met1.png
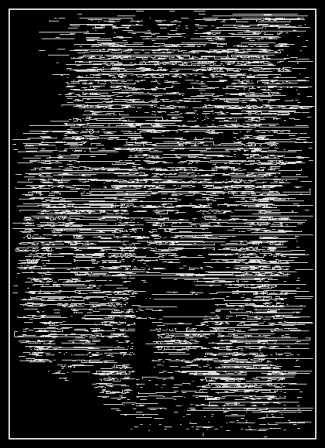
met2.png
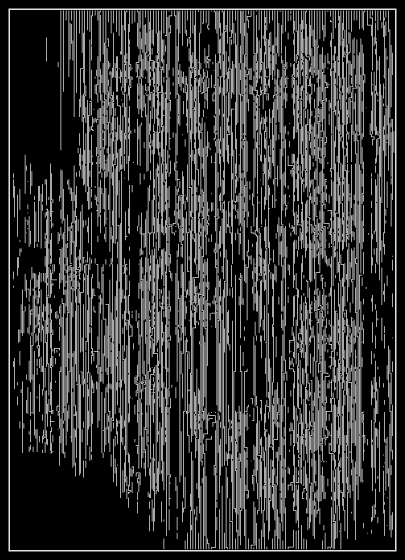
met3.png
Bar = 50 µm. Cells faint in the background.
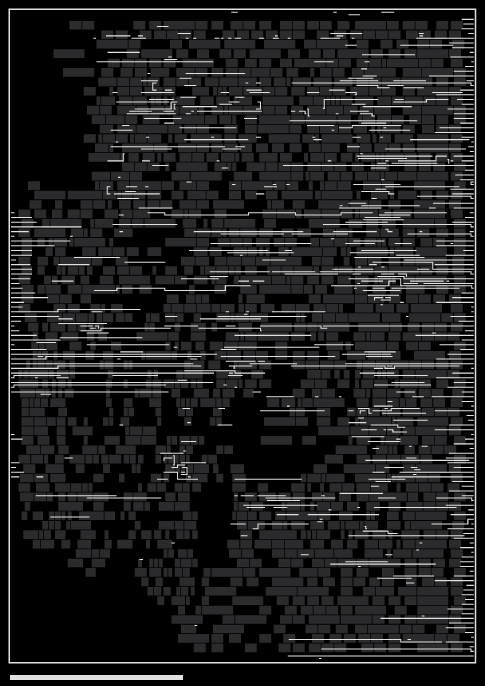
met4.png
Bar = 50 µm.
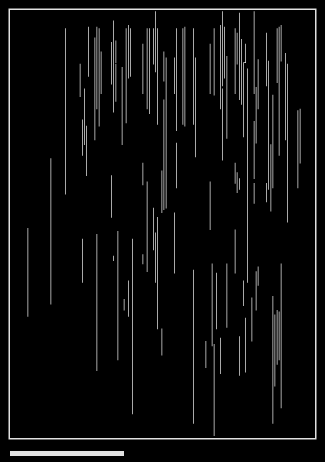
final_congestion.png
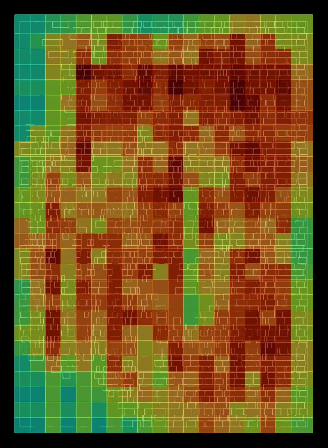
$ cat config.mk
export PLATFORM = sky130hd
export DESIGN_NAME = cdb_arbiter
export DESIGN_NICKNAME = d
export VERILOG_FILES = /design/src/rtl/cpu_pkg.sv /design/src/rtl/rr_multi_pick.sv /design/src/rtl/cdb_arbiter.sv
export SDC_FILE = /design/constraint.sdc
export NUM_CORES = 1
export LEC_CHECK = 0
export ABC_CLOCK_PERIOD_IN_PS = 9300
export CAP_MARGIN = 15
export CORE_AREA = 2 2 132 186
export CTS_BUF_LIST = sky130_fd_sc_hd__clkbuf_8
export DETAILED_ROUTE_END_ITERATION = 6
export DIE_AREA = 0 0 134 188
export GPL_TIMING_DRIVEN = 0
export PLACE_DENSITY = 0.9
export SLEW_MARGIN = 5
export SYNTH_ARGS = -nofsm -noshare
export SYNTH_HDL_FRONTEND = slang
export SYNTH_HIERARCHICAL = 1
export SYNTH_SLANG_ARGS = --single-unit
$ cat constraint.sdc
create_clock -name clk -period 9.3 [get_ports clk]
set_input_delay 1.86 -clock clk [delete_from_list [all_inputs] [get_ports clk]]
set_output_delay 1.86 -clock clk [all_outputs]
set_load 0.02 [all_outputs]
$ cat src/rtl/cpu_pkg.sv
// Shared CPU types and widths for the CDB: slot count, ROB tag width and the broadcast packet.
// ROB_SIZE defaults to 32 when the build does not define it.
`ifndef ROB_SIZE
`define ROB_SIZE 32
`endif

package cpu_pkg;
   localparam int CDB_WIDTH = 3;
   localparam int ROB_SIZE  = `ROB_SIZE;
   localparam int TAG_W     = $clog2(ROB_SIZE);
   localparam int XLEN      = 32;

   typedef struct packed {
      logic             valid;
      logic [TAG_W-1:0] tag;
      logic [XLEN-1:0]  value;
   } CDB_PACKET;
endpackage

$ cat src/rtl/rr_multi_pick.sv
// Combinational pick of the first W set bits of req, scanning from ptr with wrap-around.
// Slots are filled in scan order; last_idx is the final pick, or ptr when nothing is picked.
module rr_multi_pick #(
   parameter int N  = 6,
   parameter int W  = 3,
   localparam int IW = $clog2(N),
   localparam int NW = $clog2(W + 1)
) (
   input  logic [N-1:0]          req,
   input  logic [IW-1:0]         ptr,
   output logic [N-1:0]          grant,
   output logic [W-1:0]          slot_vld,
   output logic [W-1:0][IW-1:0]  slot_idx,
   output logic [IW-1:0]         last_idx,
   output logic [NW-1:0]         num
);
   always_comb begin
      logic [IW-1:0] idx;
      logic [NW-1:0] cnt;
      grant    = '0;
      slot_vld = '0;
      slot_idx = '0;
      last_idx = ptr;
      cnt      = '0;
      idx      = '0;
      for (int k = 0; k < N; k++) begin
         idx = IW'((int'(ptr) + k) % N);
         if (req[idx] && (cnt < NW'(W))) begin
            grant[idx]     = 1'b1;
            slot_vld[cnt]  = 1'b1;
            slot_idx[cnt]  = idx;
            last_idx       = idx;
            cnt            = cnt + 1'b1;
         end
      end
      num = cnt;
   end
endmodule

$ cat src/rtl/cdb_arbiter.sv
// Round-robin arbiter granting up to CDB_WIDTH finished FUs per cycle onto a registered CDB.
// Optional CDB_ARB_STATS_EN adds saturating stall and broadcast counters.
module cdb_arbiter
   import cpu_pkg::*;
#(
   parameter int FU_NUM = 6,
   localparam int IW    = $clog2(FU_NUM)
) (
   input  logic                               clk,
   input  logic                               reset,
   input  logic [FU_NUM-1:0]                  fu_valid,
   input  logic [FU_NUM-1:0][TAG_W-1:0]       fu_tag,
   input  logic [FU_NUM-1:0][XLEN-1:0]        fu_value,
   output logic [FU_NUM-1:0]                  fu_grant,
   input  logic                               flush,
   output logic [CDB_WIDTH-1:0]               cdb_valid,
   output logic [CDB_WIDTH-1:0][TAG_W-1:0]    cdb_tag,
   output logic [CDB_WIDTH-1:0][XLEN-1:0]     cdb_value,
   output logic [1:0]                         cdb_num
`ifdef CDB_ARB_STATS_EN
   ,
   output logic [31:0]                        stall_cnt,
   output logic [31:0]                        bcast_cnt
`endif
);
   logic [FU_NUM-1:0]               grant_raw;
   logic [CDB_WIDTH-1:0]            slot_vld;
   logic [CDB_WIDTH-1:0][IW-1:0]    slot_idx;
   logic [IW-1:0]                   last_idx;
   logic [1:0]                      pick_num;
   logic [IW-1:0]                   rr_ptr;
   CDB_PACKET [CDB_WIDTH-1:0]       pkt_nxt;

   rr_multi_pick #(.N(FU_NUM), .W(CDB_WIDTH)) u_pick (
      .req      (fu_valid),
      .ptr      (rr_ptr),
      .grant    (grant_raw),
      .slot_vld (slot_vld),
      .slot_idx (slot_idx),
      .last_idx (last_idx),
      .num      (pick_num)
   );

   // Reset and flush both suppress the handshake so no FU believes it was accepted.
   assign fu_grant = (reset || flush) ? '0 : grant_raw;

   always_comb begin
      pkt_nxt = '0;
      for (int s = 0; s < CDB_WIDTH; s++) begin
         if (slot_vld[s]) begin
            pkt_nxt[s].valid = 1'b1;
            pkt_nxt[s].tag   = fu_tag[slot_idx[s]];
            pkt_nxt[s].value = fu_value[slot_idx[s]];
         end
      end
   end

   always_ff @(posedge clk or posedge reset) begin
      if (reset) begin
         cdb_valid <= '0;
         cdb_tag   <= '0;
         cdb_value <= '0;
         cdb_num   <= '0;
         rr_ptr    <= '0;
      end else if (flush) begin
         cdb_valid <= '0;
         cdb_tag   <= '0;
         cdb_value <= '0;
         cdb_num   <= '0;
         rr_ptr    <= '0;
      end else begin
         for (int s = 0; s < CDB_WIDTH; s++) begin
            cdb_valid[s] <= pkt_nxt[s].valid;
            cdb_tag[s]   <= pkt_nxt[s].tag;
            cdb_value[s] <= pkt_nxt[s].value;
         end
         cdb_num <= pick_num;
         if (|grant_raw)
            rr_ptr <= (last_idx == IW'(FU_NUM - 1)) ? '0 : last_idx + 1'b1;
      end
   end

`ifdef CDB_ARB_STATS_EN
   logic [32:0] bcast_sum;
   assign bcast_sum = {1'b0, bcast_cnt} + 33'(cdb_num);

   always_ff @(posedge clk or posedge reset) begin
      if (reset) begin
         stall_cnt <= '0;
         bcast_cnt <= '0;
      end else if (flush) begin
         stall_cnt <= '0;
         bcast_cnt <= '0;
      end else begin
         if (($countones(fu_valid) > CDB_WIDTH) && (stall_cnt != '1))
            stall_cnt <= stall_cnt + 1'b1;
         bcast_cnt <= bcast_sum[32] ? '1 : bcast_sum[31:0];
      end
   end
`endif
endmodule
==> reports/results.ini <==
[clocking]
clock.latency.late_pin_ns = 0.48
htree_levels = 4

[detailed_routing]
drtAntennaViolNets = 0
met3WireLength_mm = 4.65

[hold_path]
whs_endpoint = rr_ptr[1]
holdPathStages = 2

[yosys]
syn_inst = 1085
netlist.area_leader.share_pct = 26.3
ys_chip_area_um2 = 11300
area_leaders = dfrtp_1 26%, mux2i_1 21%, mux2_2 12%, o221ai_2 11%, nand2_1 4.5%
ys_sh_simple_pct = 10.5
synth-edff-count = 0
yosys.area_share.adder_pct = 2.58
logic_family = multiplexers
avgSynthCellArea_um2 = 10.5

[worst_setup_path]
critical_path_arrival_ns = 7.25
timing.rr.start = rr_ptr[0]
r2r_cells = 28
path_class = input port to output pin
crit_family = simple AND/OR/NAND/NOR gates

[timing]
tns_ns = 0
setup_violations = 0

[status]
status = finished, final reports clean

[final_layout]
lay_top_count = clkdlybuf4s50_1
post-route-cell-area_um2 = 15700
reg.largest.list = cdb_value (96), cdb_tag (15)

[global_routing]
overflow = 0
antenna_found_initial = 12

[placement]
numPortBuffers = 352

[die]
die_w_um = 134

[flow_run]
maxCapViolCount = 0

Notes on met1.png above:
main direction	horizontal
nets with wire on the layer	1,510
wire length on this layer	16,400 µm
share of all routed wire	34%
longest straight run	48.3 µm

Notes on met2.png above:
longest straight run	95.5 µm
share of all routed wire	49%

Notes on met3.png above:
wire length on this layer	4,650 µm
longest straight run	59.1 µm
share of all routed wire	9.7%
main direction	horizontal
nets with wire on the layer	387

Notes on met4.png above:
main direction	vertical
longest straight run	93.8 µm
share of all routed wire	6.7%
nets with wire on the layer	94

Notes on final_congestion.png above:
Total GRT Usage: 37.4%
global routing usage on met2: 64.7%
met3 Track Usage GR: 10.1%
met1 Use GR: 39.8%
busiest grt layer: met2

==> through the flow <==
step / hold WS (ns) / utilization, % / worst slack (ns) / cells
after floorplan: 0.675 / - / 0.717 / 1085
after global placement: 0.789 / 64.8 / -0.910 / 1747
after detailed placement: 0.833 / 64.9 / -0.925 / 1748
after CTS: 0.852 / 66.6 / 0.0125 / 1781
after global routing: 0.889 / 66.8 / -0.00554 / 1788
final: 0.846 / 66.9 / 0.187 / 1791
==> worst register-to-register path: cells and delay by family (launching register included) <==
family	cells	cell delay (ns)
flops	1	0.52
buf+inv	9	1.80
mux	1	0.36
fa+ha+maj	4	1.08
compound gates	7	1.69
simple gates	7	2.10
